Design dice_roller_ndigit, sky130hd; sources not shown.
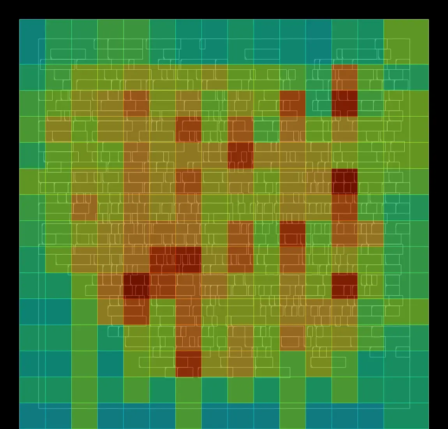
Run 1: track usage over the die
GR Util met2: 32.7%
met3 usage in global routing: 4.00%
GR Util All Layers: 18.8%
WL/cell: 15.3 um
GRT Max-Usage Layer: met2

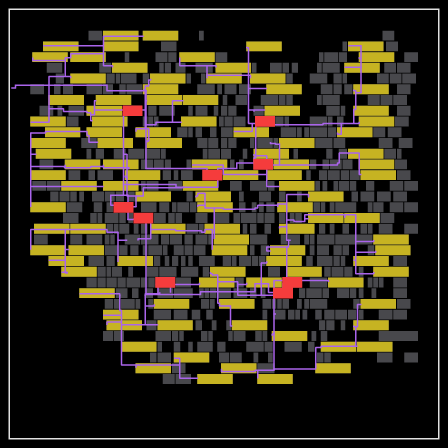
Run 1: clock distribution
[yellow] flip-flops | count: 107
[purple] clock wires | length: 1170 um
[red] cells driving clock nets | count: 9
routed clock nets: 10
Final Skew: 0.0170 ns
clock share of power: 22.3%
Clk power: 0.00122 W
clk latency late pin: 0.37 ns

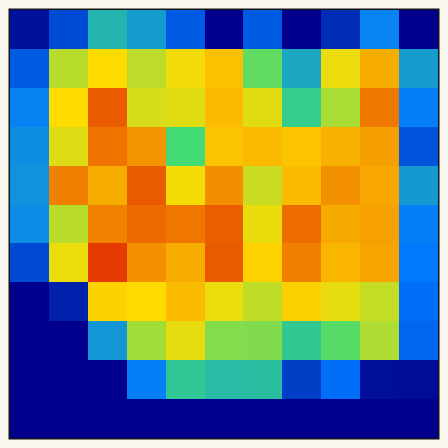
Run 1: cell density map
11 x 11 tiles, from dark blue (low) to red (high), 0 to 100% covered.
densest ninth of the die: centre
nearly empty tiles: 17%
tiles over 75% full: 32%
emptiest ninth of the die: south-west
mean over tiles: 49%
fullest tile: 93%
Core Util at FP: 53.3%
core area: 0.00964 mm2

==> flow_summary.json, run 1 <==
{
  "via_count": 3778,
  "gp_congestion": 0.881,
  "die_h_um": 109,
  "cp_top_family": "simple AND/OR/NAND/NOR gates",
  "switching_share_pct": 34.6,
  "syn_to_final_growth_pct": 15.2,
  "reg2reg_depth": 7,
  "drc": 0,
  "first_global_vias": 3753,
  "yosys_warnings": 0,
  "std_cell_rows": 36,
  "async_flop_share_pct": 100,
  "inv_count": 23,
  "hold_ws_ns": 0.243,
  "grt_first_pass_wirelength_um": 17800,
  "openroad.warnings": 39,
  "pre_cts_ws_ns": -0.149,
  "post_synth_num_cell_types": 52,
  "yosys.area_share.aoi_pct": 12.9,
  "final.period_utilization_pct": 103,
  "clockBufferDepth": 2,
  "cts_hold_buffers": 1,
  "fin_cells": 671,
  "setup_viol": 1,
  "muxShareOfSynthArea_pct": 7.79,
  "ff_latch_area_mm2": 0.00268,
  "flops": 107,
  "crit_required_ns": 2.34,
  "cp_num_cells": 7,
  "rsz0062_at_grt": "true",
  "finalSetupTns_ns": -0.0730,
  "edf_count": 0,
  "max_freq_mhz": 460,
  "power_leader": "sequential cells",
  "p_comb_share_pct": 25.8,
  "layout-drive-gt1-share_pct": 10.6,
  "clockBufferCount": 9,
  "sh_comb_area_pct": 39.4,
  "antenna_found_initial": 0,
  "synth.avg_cell_area_um2": 10.6,
  "cts.clk_slew.worst_paths_ns": 0.11,
  "ff_type": "dfrtp_1",
  "signal_buffers": 56,
  "biggestCellCategory": "sequential cells",
  "htreeDepth": 3,
  "synthCells": 486,
  "p_leak_nw": 2.49,
  "arrival_ns": 2.42,
  "io_buffers": 32,
  "largest_reg_flops": 14,
  "first_iter_violations": 273,
  "post_dp_cell_area_mm2": 0.00566,
  "route.met2.wl_um": 5260,
  "postCtsSetupBuffers": 1,
  "path_buffers": 2,
  "final_antenna_net_count": 0,
  "drv_cap": 0,
  "power.switching_w": 0.00190,
  "num_io_pins": 35,
  "r2r_setup_slack_ns": -0.07,
  "cp_slowest_cell": "or4b_4",
  "drv_slew": 0,
  "routed.top_layer": "met4",
  "synth_top_cell_by_area": "dfrtp_1",
  "stdcell_area_mm2": 0.00592,
  "buffer_area_share_pct": 7.86,
  "ys_sh_adder_pct": 4.62,
  "syn-num-nets": 517,
  "logic_family": "simple AND/OR/NAND/NOR gates",
  "post-synth-top-area-fraction_pct": 52.1,
  "comb_cells": 336,
  "dp_cells": 652,
  "path_max_fanout": 10,
  "area.combinational_mm2": 0.00233,
  "hold_violations": 0,
  "hp-class": "primary input to async pin",
  "m1WireLength_um": 4480,
  "final-clk-cell-share_pct": 3.23,
  "yosys.area_share.simple_pct": 13.8,
  "xor_area_share_pct": 5.45,
  "grt_overflow": 0,
  "drt-total-wl_um": 10300,
  "p_int_w": 0.00359,
  "powerComb_w": 0.00142,
  "cts_buffers": 9,
  "nFillCells": 801,
  "dieWidth_um": 109,
  "violations": "setup timing",
  "tightest_slew_ns": 0.519,
  "clock_sinks": 107,
  "cts_resized": 10,
  "nNetsFinal": 564,
  "grt_max_degree": 87,
  "lay_top_count": "dfrtp_1",
  "drtPass1Iterations": 5,
  "cts_root_buf": "clkbuf_8",
  "synth_area_mm2": 0.00514,
  "synth.cells.most_frequent": "107 x dfrtp_1, 49 x nand2_1, 26 x nor2_1, 26 x o21ai_1, 24 x xnor2_1",
  "vdd_drop_max_mv": 0.587,
  "fin_total_pwr_w": 0.00549,
  "cts_tree": "built",
  "criticalPathCategory": "flip-flop to flip-flop",
  "pwr-share-seq_pct": 51.9,
  "sequentialPower_w": 0.00285,
  "status": "finished with violations",
  "ys_seq_elements": 107,
  "yosysCellCount": 486,
  "final_util_pct": 61.4,
  "slew_headroom_pct": 65.4,
  "viasPerCell": 5.63,
  "crit_chain": "inv_2, ha_1, or4b_4, or2_4, buf_6, o211a_1, o32a_1",
  "period_needed_ns": 2.17,
  "die-area_mm2": 0.0118,
  "cellPowerDensity_mw_per_mm2": 927,
  "ys_area_mm2": 0.00514,
  "final_cell_mix": "107 x dfrtp_1, 49 x nand2_1, 30 x clkdlybuf4s50_1",
  "n_antenna_cell": 0,
  "grt_use_met1_pct": 24.1,
  "place_hpwl_um": 7170,
  "synth_top_cell_by_count": "dfrtp_1",
  "setup_slack_ns": -0.0730,
  "start_kind": "flip-flop",
  "topCellsByArea": "dfrtp_1 52%, ha_1 4.6%, xnor2_1 4.1%",
  "end_kind": "flip-flop",
  "ys_seq_share_pct": 52.1,
  "seq_area_share_pct": 45.2,
  "nWellTaps": 133,
  "wl_met3_um": 498,
  "max_stage_delay_ns": 0.48
}
==> run 2, diff against run 1 <==
--- a/config.mk
+++ b/config.mk
@@ -7,11 +7,11 @@
 export LEC_CHECK = 0
 export CAP_MARGIN = 25
 export CORE_MARGIN = 5
-export CORE_UTILIZATION = 53
+export CORE_UTILIZATION = 30
 export DETAILED_ROUTE_END_ITERATION = 8
 export GPL_TIMING_DRIVEN = 0
 export HOLD_SLACK_MARGIN = 0.15
-export PLACE_DENSITY = 0.84
+export PLACE_DENSITY = 0.56
 export SLEW_MARGIN = 10
 export SYNTH_ARGS = -nofsm -noshare
 export SYNTH_HDL_FRONTEND = slang
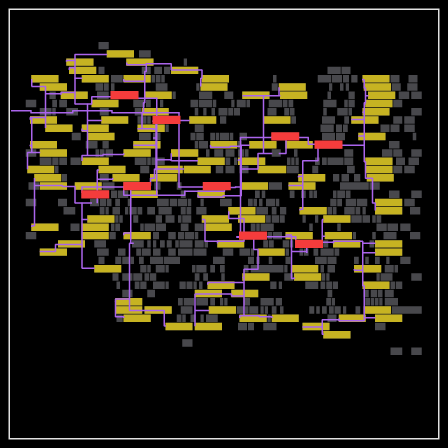
Run 2: clock distribution
[yellow] flip-flops | count: 107
[purple] clock wires | length: 1210 um
[red] cells driving clock nets | count: 9
routed clock nets: 10
clk latency late pin: 0.34 ns
Final Skew: 0.00768 ns
clock share of power: 28.7%
Clk power: 0.00169 W

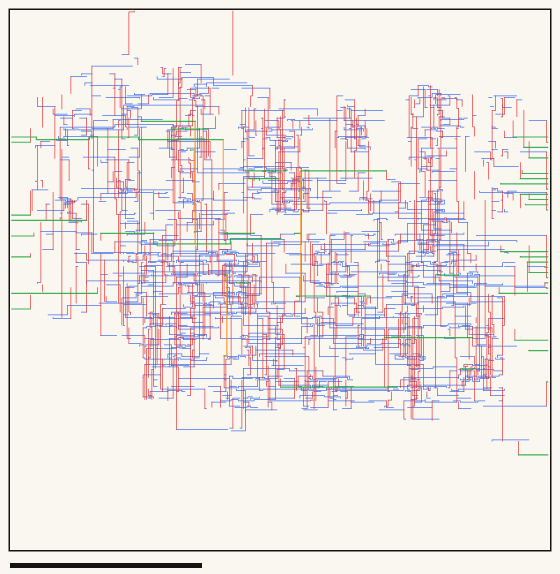
Run 2: signal wires by layer
The bar under the picture is 50 um long.
| colour | layer | wire length |
|---|---|---|
| orange | met4 | 110 um |
| green | met3 | 464 um |
| blue | met1 | 4880 um |
| red | met2 | 4960 um |
drt total wl: 10400 um
GR Util All Layers: 11.0%
WL/cell: 13.7 um
routed vias: 3673

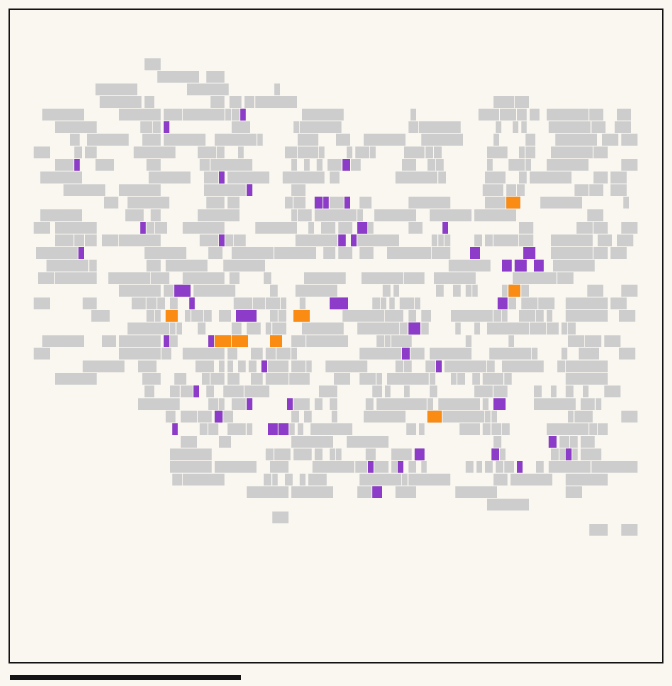
Run 2: gate families picked out
The bar under the picture is 50 um long.
| colour | family | cells |
|---|---|---|
| orange | AND-OR and OR-AND gates | 8 |
| purple | NOR gates | 48 |
combinational share of cell area: 38.0%
Commonest Layout Cell: dfrtp_1

==> run 2 against run 1 <==
  * The flow still finishes with violations (setup timing)
  * Die size rose by 69%
  * Combinational power fell by 4%
  * Maximum frequency rose by 3.4%
  * Clock skew fell by 0.0093 ns
  * Highest routed layer unchanged
==> flow_summary.json, run 2 <==
{
  "hold_violations": 0,
  "ys_area_mm2": 0.00514,
  "fin_cells": 759,
  "tightest_slew_ns": 0.531,
  "reg2reg_depth": 7,
  "cts_tree": "built",
  "area.combinational_mm2": 0.00234,
  "sequentialPower_w": 0.00284,
  "top_usage_layer": "met2",
  "nNetsFinal": 565,
  "cts.clk_slew.worst_paths_ns": 0.07,
  "synth_area_mm2": 0.00514,
  "biggestCellCategory": "sequential cells",
  "final_cell_mix": "106 x dfrtp_1, 49 x nand2_1, 30 x clkdlybuf4s50_1",
  "inv_count": 23,
  "comb_cells": 336,
  "drv_cap": 0,
  "clock_sinks": 107,
  "n_antenna_cell": 0,
  "p_leak_nw": 2.54,
  "p_comb_share_pct": 23.1,
  "nWellTaps": 220,
  "setup_slack_ns": -0.00131,
  "viasPerCell": 4.84,
  "pre_cts_ws_ns": -0.263,
  "cts_hold_buffers": 1,
  "openroad.warnings": 39,
  "final_util_pct": 36.9,
  "synth.avg_cell_area_um2": 10.6,
  "dp_cells": 739,
  "criticalPathCategory": "flip-flop to flip-flop",
  "first_iter_violations": 180,
  "p_int_w": 0.00406,
  "cts_buffers": 9,
  "violations": "setup timing",
  "core-area_mm2": 0.0167,
  "cp_slowest_cell": "or4b_4",
  "stdcell_area_mm2": 0.00616,
  "routed.top_layer": "met4",
  "powerComb_w": 0.00136,
  "status": "finished with violations",
  "grt_max_degree": 88,
  "buffer_area_share_pct": 7.72,
  "grt_util_met2_pct": 18.3,
  "clockBufferCount": 9,
  "m1WireLength_um": 4880,
  "die_h_um": 141,
  "period_needed_ns": 2.10,
  "switching_share_pct": 31.2,
  "end_kind": "flip-flop",
  "max_freq_mhz": 476,
  "grt_overflow": 0,
  "setup_viol": 1,
  "async_flop_share_pct": 100,
  "ys_seq_share_pct": 52.1,
  "start_kind": "flip-flop",
  "cts_root_buf": "clkbuf_16",
  "yosys.area_share.simple_pct": 13.8,
  "htreeDepth": 3,
  "fin_total_pwr_w": 0.00589,
  "drc": 0,
  "edf_count": 0,
  "ff_latch_area_mm2": 0.00268,
  "flops": 107,
  "post_dp_cell_area_mm2": 0.00577,
  "logic_family": "simple AND/OR/NAND/NOR gates",
  "power.switching_w": 0.00184,
  "slew_headroom_pct": 64.6,
  "clockBufferDepth": 2,
  "topCellsByArea": "dfrtp_1 52%, ha_1 4.6%, xnor2_1 4.1%",
  "place_hpwl_um": 7490,
  "post-synth-top-area-fraction_pct": 52.1,
  "xor_area_share_pct": 5.45,
  "yosysCellCount": 486,
  "r2r_setup_slack_ns": -0.001,
  "final_antenna_net_count": 0,
  "max_stage_delay_ns": 0.47,
  "path_buffers": 2,
  "ys_seq_elements": 107,
  "power_leader": "sequential cells",
  "nFillCells": 1670,
  "die-area_mm2": 0.0199,
  "antenna_found_initial": 0,
  "io_buffers": 32,
  "route.met2.wl_um": 4960,
  "ys_sh_adder_pct": 4.62,
  "synth_top_cell_by_area": "dfrtp_1",
  "path_max_fanout": 6,
  "final.period_utilization_pct": 100
}
No activity file was given, so power comes from the tool's default toggle rates.
